Fig. 1: supply network
Pins as bars on the die edge.
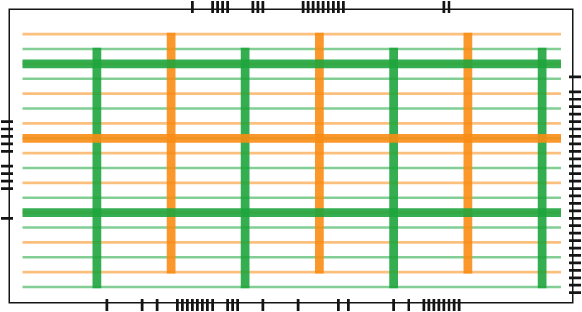
Fig. 2: clock nets
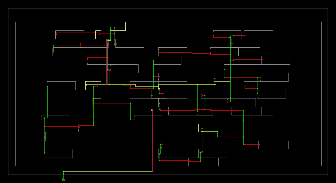
`config.mk`:
```
export PLATFORM = sky130hd
export DESIGN_NAME = pipe_ctrl_unit_flat
export DESIGN_NICKNAME = d
export VERILOG_FILES = /design/src/rtl/pipe_ctrl_unit_if.sv /design/src/rtl/pipe_ctrl_unit.sv /design/src/flat_wrapper.sv
export SDC_FILE = /design/constraint.sdc
export NUM_CORES = 1
export LEC_CHECK = 0
export ABC_AREA = 0
export CORE_ASPECT_RATIO = 0.5
export CORE_MARGIN = 2
export CORE_UTILIZATION = 43
export CTS_CLUSTER_DIAMETER = 60
export DETAILED_ROUTE_END_ITERATION = 12
export PLACE_DENSITY = 0.79
export RECOVER_POWER = 50
export SLEW_MARGIN = 20
export SYNTH_ARGS = -nofsm -noshare
export SYNTH_HDL_FRONTEND = slang
export SYNTH_SLANG_ARGS = --single-unit
```
`constraint.sdc`:
```
create_clock -name clk -period 2.2 [get_ports clk]
set_input_delay 0.22 -clock clk [delete_from_list [all_inputs] [get_ports clk]]
set_output_delay 0.22 -clock clk [all_outputs]
set_load 0.01 [all_outputs]
```
`src/rtl/pipe_ctrl_unit_if.sv`:
```
// Bundle between the pipeline datapath and pipe_ctrl_unit.
// ID-stage fields and EX-stage status flow into the control unit (slave);
// hazard controls, EX/MEM/WB control outputs flow back to the datapath (master).
//   opcode/funct3/funct7/rs1_id/rs2_id/rd_id : ID-stage instruction fields
//   branch_taken, addr_lo                    : EX-stage status
//   stall_out, flush_out                     : PC / IF-ID hold and squash
//   alu_ctrl, mul_sel, mux3_sel, mux4_sel    : EX controls
//   DM_WEB, DM_BWEB, misalign                : MEM store controls (active-low enables)
//   wb_en, wb_rd                             : WB register write
interface pipe_ctrl_unit_if #(
  parameter int unsigned XLEN = 32,
  parameter int unsigned RA_W = 5
);
  localparam int unsigned AW = $clog2(XLEN / 8);

  logic [6:0]      opcode;
  logic [2:0]      funct3;
  logic [6:0]      funct7;
  logic [RA_W-1:0] rs1_id;
  logic [RA_W-1:0] rs2_id;
  logic [RA_W-1:0] rd_id;
  logic            branch_taken;
  logic [AW-1:0]   addr_lo;

  logic            stall_out;
  logic            flush_out;
  logic [3:0]      alu_ctrl;
  logic            mul_sel;
  logic            mux3_sel;
  logic            mux4_sel;
  logic            DM_WEB;
  logic [XLEN-1:0] DM_BWEB;
  logic            misalign;
  logic            wb_en;
  logic [RA_W-1:0] wb_rd;

  modport master (
    output opcode, funct3, funct7, rs1_id, rs2_id, rd_id, branch_taken, addr_lo,
    input  stall_out, flush_out, alu_ctrl, mul_sel, mux3_sel, mux4_sel,
    input  DM_WEB, DM_BWEB, misalign, wb_en, wb_rd
  );

  modport slave (
    input  opcode, funct3, funct7, rs1_id, rs2_id, rd_id, branch_taken, addr_lo,
    output stall_out, flush_out, alu_ctrl, mul_sel, mux3_sel, mux4_sel,
    output DM_WEB, DM_BWEB, misalign, wb_en, wb_rd
  );
endinterface

```
`src/rtl/pipe_ctrl_unit.sv`:
```
// Pipeline control unit: decodes the ID-stage instruction, carries its controls
// through ID/EX, EX/MEM and MEM/WB registers, and resolves load-use stalls,
// multi-cycle multiply holds and control-flow flushes.
// Ports:
//   clk     : clock, rising edge
//   rst     : asynchronous active-high reset, loads bubbles everywhere
//   ctrl_io : pipe_ctrl_unit_if slave (ID fields in, EX status in, controls out)
module pipe_ctrl_unit #(
  parameter int unsigned XLEN    = 32,
  parameter int unsigned RA_W    = 5,
  parameter int unsigned MUL_LAT = 3
) (
  input logic             clk,
  input logic             rst,
  pipe_ctrl_unit_if.slave ctrl_io
);

  localparam int unsigned NB   = XLEN / 8;
  localparam int unsigned AW   = $clog2(NB);
  localparam int unsigned CntW = (MUL_LAT > 1) ? $clog2(MUL_LAT) : 1;
  localparam logic [CntW-1:0] CntLast = CntW'(MUL_LAT - 1);

  localparam logic [6:0] OpR      = 7'b0110011;
  localparam logic [6:0] OpI      = 7'b0010011;
  localparam logic [6:0] OpLoad   = 7'b0000011;
  localparam logic [6:0] OpStore  = 7'b0100011;
  localparam logic [6:0] OpBranch = 7'b1100011;
  localparam logic [6:0] OpJal    = 7'b1101111;
  localparam logic [6:0] OpJalr   = 7'b1100111;
  localparam logic [6:0] OpAuipc  = 7'b0010111;
  localparam logic [6:0] OpLui    = 7'b0110111;

  typedef struct packed {
    logic [3:0]      alu;
    logic            mul;
    logic            mux3;
    logic            mux4;
    logic            is_load;
    logic            is_store;
    logic            is_branch;
    logic            is_jump;
    logic [1:0]      size;      // store access size, log2 bytes
    logic            wb_en;
    logic [RA_W-1:0] rd;        // zero unless wb_en
  } idex_t;

  typedef struct packed {
    logic            web;
    logic [XLEN-1:0] bweb;
    logic            mis;
    logic            wb_en;
    logic [RA_W-1:0] rd;
  } exmem_t;

  localparam idex_t  IdexBubble  = '0;
  localparam exmem_t ExmemBubble = '{web: 1'b1, bweb: '1, mis: 1'b0, wb_en: 1'b0, rd: '0};

  idex_t           dec, idex_d, idex_q;
  exmem_t          exmem_d, exmem_q;
  logic            wb_en_q;
  logic [RA_W-1:0] wb_rd_q;
  logic [CntW-1:0] mul_cnt_d, mul_cnt_q;
  logic            known, uses_rs2, flush, mul_hold, load_use;
  int unsigned     size_log;
  logic [AW-1:0]   lane_mask;

  // ID-stage decode
  always_comb begin
    dec   = IdexBubble;
    known = 1'b1;
    case (ctrl_io.opcode)
      OpR: begin
        if (ctrl_io.funct7 == 7'b0000001) dec.mul = 1'b1;
        else                              dec.alu = {ctrl_io.funct7[5], ctrl_io.funct3};
      end
      OpI: begin
        dec.mux4 = 1'b1;
        // Only shifts take funct7[5]; for the rest those bits are immediate.
        if (ctrl_io.funct3 == 3'b001 || ctrl_io.funct3 == 3'b101) begin
          dec.alu = {ctrl_io.funct7[5], ctrl_io.funct3};
        end else begin
          dec.alu = {1'b0, ctrl_io.funct3};
        end
      end
      OpLoad: begin
        dec.mux4    = 1'b1;
        dec.is_load = 1'b1;
      end
      OpStore: begin
        dec.mux4     = 1'b1;
        dec.is_store = 1'b1;
        dec.size     = ctrl_io.funct3[1:0];
      end
      OpBranch: dec.is_branch = 1'b1;
      OpJal: begin
        dec.mux3    = 1'b1;
        dec.mux4    = 1'b1;
        dec.is_jump = 1'b1;
      end
      OpJalr: begin
        dec.mux4    = 1'b1;
        dec.is_jump = 1'b1;
      end
      OpAuipc: begin
        dec.mux3 = 1'b1;
        dec.mux4 = 1'b1;
      end
      OpLui: begin
        dec.mux4 = 1'b1;
        dec.alu  = 4'b1001;
      end
      default: known = 1'b0;
    endcase
    dec.wb_en = known && !dec.is_branch && !dec.is_store && (ctrl_io.rd_id != '0);
    dec.rd    = dec.wb_en ? ctrl_io.rd_id : '0;
  end

  // Hazards. A multiply occupies EX until the counter reaches MUL_LAT-1.
  always_comb begin
    uses_rs2 = (ctrl_io.opcode == OpR) || (ctrl_io.opcode == OpStore) ||
               (ctrl_io.opcode == OpBranch);
    flush    = idex_q.is_jump || (idex_q.is_branch && ctrl_io.branch_taken);
    mul_hold = idex_q.mul && (mul_cnt_q != CntLast);
    load_use = idex_q.is_load && (idex_q.rd != '0) &&
               ((idex_q.rd == ctrl_io.rs1_id) || (uses_rs2 && (idex_q.rd == ctrl_io.rs2_id)));
    mul_cnt_d = mul_hold ? mul_cnt_q + CntW'(1) : '0;

    if (flush)         idex_d = IdexBubble;
    else if (mul_hold) idex_d = idex_q;
    else if (load_use) idex_d = IdexBubble;
    else               idex_d = dec;
  end

  // EX -> MEM: store byte enables. Repeat cycles of a held multiply send bubbles.
  always_comb begin
    exmem_d   = ExmemBubble;
    size_log  = 0;
    lane_mask = '0;
    if (!(idex_q.mul && mul_cnt_q != '0)) begin
      exmem_d.wb_en = idex_q.wb_en;
      exmem_d.rd    = idex_q.rd;
      if (idex_q.is_store) begin
        size_log = 32'(idex_q.size);
        if (size_log > AW) size_log = AW;
        lane_mask = AW'((32'd1 << size_log) - 32'd1);
        if ((ctrl_io.addr_lo & lane_mask) != '0) begin
          exmem_d.mis = 1'b1;
        end else begin
          exmem_d.web = 1'b0;
          // A lane belongs to the access when it agrees with addr_lo above the size bits.
          for (int unsigned i = 0; i < NB; i++) begin
            if ((AW'(i) | lane_mask) == (ctrl_io.addr_lo | lane_mask)) begin
              exmem_d.bweb[8*i +: 8] = 8'h00;
            end
          end
        end
      end
    end
  end

  always_ff @(posedge clk or posedge rst) begin
    if (rst) begin
      idex_q    <= IdexBubble;
      exmem_q   <= ExmemBubble;
      wb_en_q   <= 1'b0;
      wb_rd_q   <= '0;
      mul_cnt_q <= '0;
    end else begin
      idex_q    <= idex_d;
      exmem_q   <= exmem_d;
      wb_en_q   <= exmem_q.wb_en;
      wb_rd_q   <= exmem_q.rd;
      mul_cnt_q <= mul_cnt_d;
    end
  end

  assign ctrl_io.stall_out = !flush && (mul_hold || load_use);
  assign ctrl_io.flush_out = flush;
  assign ctrl_io.alu_ctrl  = idex_q.alu;
  assign ctrl_io.mul_sel   = idex_q.mul;
  assign ctrl_io.mux3_sel  = idex_q.mux3;
  assign ctrl_io.mux4_sel  = idex_q.mux4;
  assign ctrl_io.DM_WEB    = exmem_q.web;
  assign ctrl_io.DM_BWEB   = exmem_q.bweb;
  assign ctrl_io.misalign  = exmem_q.mis;
  assign ctrl_io.wb_en     = wb_en_q;
  assign ctrl_io.wb_rd     = wb_rd_q;

endmodule

```
`src/flat_wrapper.sv`:
```
// flat-port wrapper written by rule: the top's interface ports become plain ports
module pipe_ctrl_unit_flat 
#(
  parameter int unsigned XLEN    = 32,
  parameter int unsigned RA_W    = 5,
  parameter int unsigned MUL_LAT = 3
)
  (clk, rst, ctrl_io_opcode, ctrl_io_funct3, ctrl_io_funct7, ctrl_io_rs1_id, ctrl_io_rs2_id, ctrl_io_rd_id, ctrl_io_branch_taken, ctrl_io_addr_lo, ctrl_io_stall_out, ctrl_io_flush_out, ctrl_io_alu_ctrl, ctrl_io_mul_sel, ctrl_io_mux3_sel, ctrl_io_mux4_sel, ctrl_io_DM_WEB, ctrl_io_DM_BWEB, ctrl_io_misalign, ctrl_io_wb_en, ctrl_io_wb_rd);
  pipe_ctrl_unit_if #(.XLEN(XLEN), .RA_W(RA_W)) ctrl_io_i ();
  input logic clk;
  input logic rst;
  input wire logic [$bits(ctrl_io_i.opcode)-1:0] ctrl_io_opcode;
  input wire logic [$bits(ctrl_io_i.funct3)-1:0] ctrl_io_funct3;
  input wire logic [$bits(ctrl_io_i.funct7)-1:0] ctrl_io_funct7;
  input wire logic [$bits(ctrl_io_i.rs1_id)-1:0] ctrl_io_rs1_id;
  input wire logic [$bits(ctrl_io_i.rs2_id)-1:0] ctrl_io_rs2_id;
  input wire logic [$bits(ctrl_io_i.rd_id)-1:0] ctrl_io_rd_id;
  input wire logic [$bits(ctrl_io_i.branch_taken)-1:0] ctrl_io_branch_taken;
  input wire logic [$bits(ctrl_io_i.addr_lo)-1:0] ctrl_io_addr_lo;
  output wire logic [$bits(ctrl_io_i.stall_out)-1:0] ctrl_io_stall_out;
  output wire logic [$bits(ctrl_io_i.flush_out)-1:0] ctrl_io_flush_out;
  output wire logic [$bits(ctrl_io_i.alu_ctrl)-1:0] ctrl_io_alu_ctrl;
  output wire logic [$bits(ctrl_io_i.mul_sel)-1:0] ctrl_io_mul_sel;
  output wire logic [$bits(ctrl_io_i.mux3_sel)-1:0] ctrl_io_mux3_sel;
  output wire logic [$bits(ctrl_io_i.mux4_sel)-1:0] ctrl_io_mux4_sel;
  output wire logic [$bits(ctrl_io_i.DM_WEB)-1:0] ctrl_io_DM_WEB;
  output wire logic [$bits(ctrl_io_i.DM_BWEB)-1:0] ctrl_io_DM_BWEB;
  output wire logic [$bits(ctrl_io_i.misalign)-1:0] ctrl_io_misalign;
  output wire logic [$bits(ctrl_io_i.wb_en)-1:0] ctrl_io_wb_en;
  output wire logic [$bits(ctrl_io_i.wb_rd)-1:0] ctrl_io_wb_rd;
  assign ctrl_io_i.opcode = ctrl_io_opcode;
  assign ctrl_io_i.funct3 = ctrl_io_funct3;
  assign ctrl_io_i.funct7 = ctrl_io_funct7;
  assign ctrl_io_i.rs1_id = ctrl_io_rs1_id;
  assign ctrl_io_i.rs2_id = ctrl_io_rs2_id;
  assign ctrl_io_i.rd_id = ctrl_io_rd_id;
  assign ctrl_io_i.branch_taken = ctrl_io_branch_taken;
  assign ctrl_io_i.addr_lo = ctrl_io_addr_lo;
  assign ctrl_io_stall_out = ctrl_io_i.stall_out;
  assign ctrl_io_flush_out = ctrl_io_i.flush_out;
  assign ctrl_io_alu_ctrl = ctrl_io_i.alu_ctrl;
  assign ctrl_io_mul_sel = ctrl_io_i.mul_sel;
  assign ctrl_io_mux3_sel = ctrl_io_i.mux3_sel;
  assign ctrl_io_mux4_sel = ctrl_io_i.mux4_sel;
  assign ctrl_io_DM_WEB = ctrl_io_i.DM_WEB;
  assign ctrl_io_DM_BWEB = ctrl_io_i.DM_BWEB;
  assign ctrl_io_misalign = ctrl_io_i.misalign;
  assign ctrl_io_wb_en = ctrl_io_i.wb_en;
  assign ctrl_io_wb_rd = ctrl_io_i.wb_rd;
  pipe_ctrl_unit #(.XLEN(XLEN), .RA_W(RA_W), .MUL_LAT(MUL_LAT)) u_core (.clk(clk), .rst(rst), .ctrl_io(ctrl_io_i));
endmodule
```
==> impl.org <==
#+TITLE: Synthesis and PnR summary

** Routing
- The routed layout has 1682 vias.
- Antenna-violating nets left :: 0
- First-iteration detailed-routing DRC count :: 101
- After detailed routing, the number of vias per cell comes to 4.88.
- In the final routing, the length of wire on met1 measures 2.06 mm.
- Total Wirelength :: 4.64 mm
- Total met3 wirelength after detailed routing :: 330 um
- The routed design uses 2.21 mm of met2 wire.
- According to the report, the first pass of detailed routing completed in 4 iterations.
- Post-detailed-route DRC marker count :: 0
- Routed wire length per instance :: 13.4 um

** Critical path
- In this run the critical register-to-register path is captured at u_core.ctrl_io.mux3_sel.
- Cell with the largest stage delay on the worst path :: sky130_fd_sc_hd__clkdlybuf4s50_1
- Reg2reg setup slack :: 0.43 ns
- The critical path is of the in -> out type.
- Broken down by cell family, the worst path's largest delay share belongs to buffers and inverters.
- Maximum cell stage delay along the critical path :: 0.50 ns
- Counting both buffers and inverters, the worst setup path holds a total of 2.
- The worst setup path is captured at an output port.
- CP Data Required Time :: 1.98 ns
- Kind of start point of the critical path :: primary input
- Worst setup path start :: ctrl_io_opcode[1]
- Logic depth along the worst register-to-register path is recorded as 7.
- Worst-path cell chain :: clkdlybuf4s50_1 -> and4bb_1 -> nand4_1 -> a2bb2oi_1 -> or2_1 -> a21oi_1 -> clkbuf_2
- The critical path runs through a total of 7 cells.
- STA lists the startpoint of the worst register-to-register path as u_core.mul_cnt_q[0].
- Of all nets on the critical path, the largest fanout is 3.

** STA
- Final setup violation count :: 0
- Post-layout worst setup margin :: 0.117 ns
- The pin closest to its max-slew limit shows a slew of 0.937 ns.
- The flow reports an fmax of 480 MHz.
- Relative max-transition margin :: 37.5%
- Per the final report, max-transition violations number 0.
- Hold timing on the final database bottoms out at a slack of 0.351 ns.
- RSZ-0062 raised after global routing :: false
- The smallest clock period supported by the final layout is computed as 2.08 ns.
- OpenROAD reports that the post-layout worst path occupies 94.7% of the period.
- Final hold vios :: 0

** Logic synthesis
- Area figure in the yosys stat output :: 2100 um^2
- Dominant register cell :: sky130_fd_sc_hd__dfrtp_1
- Average footprint of a synthesized cell :: 9.80 um^2
- In this run, the synthesized area fraction spent on adder and majority cells is recorded as 1.19%.
- Synth area leader :: sky130_fd_sc_hd__dfrtp_1
- Counting flops and latches in the post-synthesis netlist gives 39.
- Fraction of post-synthesis cell area in the top cell type by area :: 40.6%
- Number of cells in the yosys synthesis report :: 214
- By instance count, the leading cell after synthesis is sky130_fd_sc_hd__buf_4.
- Most frequent cells after synthesis :: sky130_fd_sc_hd__buf_4, sky130_fd_sc_hd__dfrtp_1, sky130_fd_sc_hd__nand2_1
- After synthesis, the share of flip-flops with an asynchronous set or reset is 100%.
- Synth Area in Compound Gates :: 10.7%
- Parity-gate share of the synthesized area counting xor and xnor cells :: 5.43%
- The net count after synthesis is 253.
- Warning count from the yosys run :: 0
- Number of flops mapped to enable cells by yosys :: 0
- Sequential elements use 46.8% of the synthesized area.
- Area fraction in mux cells :: 0%
- The cell-mix breakdown from Yosys lists the simple-gate area share as 20.6%.

** Global route
- Global routing consumed, over all layers together, 18.6% of the routing resources.
- Met1 track demand over resource :: 23.6%
- Entering global routing, the biggest net connects 40 pins.
- For this run the aggregate overflow at the end of global routing stands at 0.
- met3 track demand over resource after global routing is 4.49%.
- The initial antenna violation count was 0.
- The number of global-route vias before repair is 1622.
- Global routing consumed, on the met2 layer, 32.6% of the routing resources.

** Finish
- In the final design database the tool counted 317 nets.
- Total number of multi-input combinational cells :: 129
- Sequential cells make up 33.7% of the cell area.
- Measured on the final layout, the clock distribution area share stands at 2.91%.
- Total area of sequential cells :: 983 um^2
- Non-Clock Inverter Count :: 4
- The post-route netlist has 13.6% of its cells at a drive strength greater than 1.
- In the final layout, the fill cell count is 383.
- Dominant logic cell type in the layout :: sky130_fd_sc_hd__clkdlybuf4s50_1
- For the completed layout, the total cell area is recorded as 2920 um^2.
- Ranking logic cells in the layout by count gives the top entries sky130_fd_sc_hd__clkdlybuf4s50_1, sky130_fd_sc_hd__dfrtp_1, sky130_fd_sc_hd__nand2_1.
- Per the area breakdown, the dominant cell category is flip-flops and latches.
- Antenna Cells :: 0
- Comb gate area :: 805 um^2
- The finished layout holds 345 standard cells, fillers aside.

** Hold path
- The tightest min-delay check is of the reg -> reg type.
- Endpoint with the worst hold slack :: u_core.ctrl_io.wb_rd[1]
- The worst hold path passes through 0 cells.

** Pwr
- Switching part of the total :: 24.2%
- Seq pwr share :: 53.1%
- Cell internal power was estimated by the tool at 0.00104 W.
- Per report_power, the combinational group accounts for 12.2% of the total.
- Max VDD drop :: 0.223 mV
- Summed over all sequential cells, the power is 0.000731 W.
- Power attributed to the clock group is 0.000478 W.
- The script computed a power per unit cell area of 472 nW/um^2.
- The analysis attributes to cell leakage a power of 1.29 nW.
- Switching Power :: 0.000334 W
- The clock network accounts for 34.7% of the total power.
- Power of the combinational group :: 0.000168 W
- Power after layout :: 0.00138 W

** Place
- In the placement report, post-DP HPWL is listed as 3.63 mm.
- Port buffer count :: 85
- Routability-driven placement finished with a final weighted congestion of 0.878.
- Standard cell area after detailed placement :: 2830 um^2
- Instance count after placement with tap cells included :: 337
- At the placement stage, the worst setup path has a slack of -0.277 ns.

** CTS
- After clock tree synthesis, the flow added hold-fix buffers numbering 0.
- The cell sitting at the root of the clock tree is a sky130_fd_sc_hd__clkbuf_8.
- At the later pin of the worst-skew pair, clock insertion delay measures 0.29 ns.
- After clock tree synthesis, the repair step resized 4 gates.
- H-Tree Depth :: 2
- Post-CTS timing repair inserted 0 buffers for setup.
- No sink is reached through more buffers than the 2 on the longest clock path.
- TritonCTS built the clock tree.

** Outcome
- Result of the run :: completed

** Floorplanning
- According to the floorplan log, the row count is 17.
- Once the floorplan was initialized, standard cells occupied 46.1% of the core.
- Width of the chip :: 103 um
- 86 I/O pins were placed.
- During tapcell insertion the tool placed 66 well taps.
- The core region is 4550 um^2.
- Vertical die dimension :: 53.4 um
- DIE AREA :: 5490 um^2

** Run
- OpenROAD emitted warnings numbering 27.
- Max-cap violations :: 0
-- Fig. 1 (at the start) --
Green stands for VSS. Orange stands for VDD.
3 straps on met5. 7 straps on met4. 86 signal pins sit on the boundary. The core has 17 rows.

-- Fig. 2 (at the start) --
number of buffers created by CTS: 5
worst clock skew: 0.00938 ns
flop count: 39
clock buffer count: 6

No activity file was given, so power comes from the tool's default toggle rates.
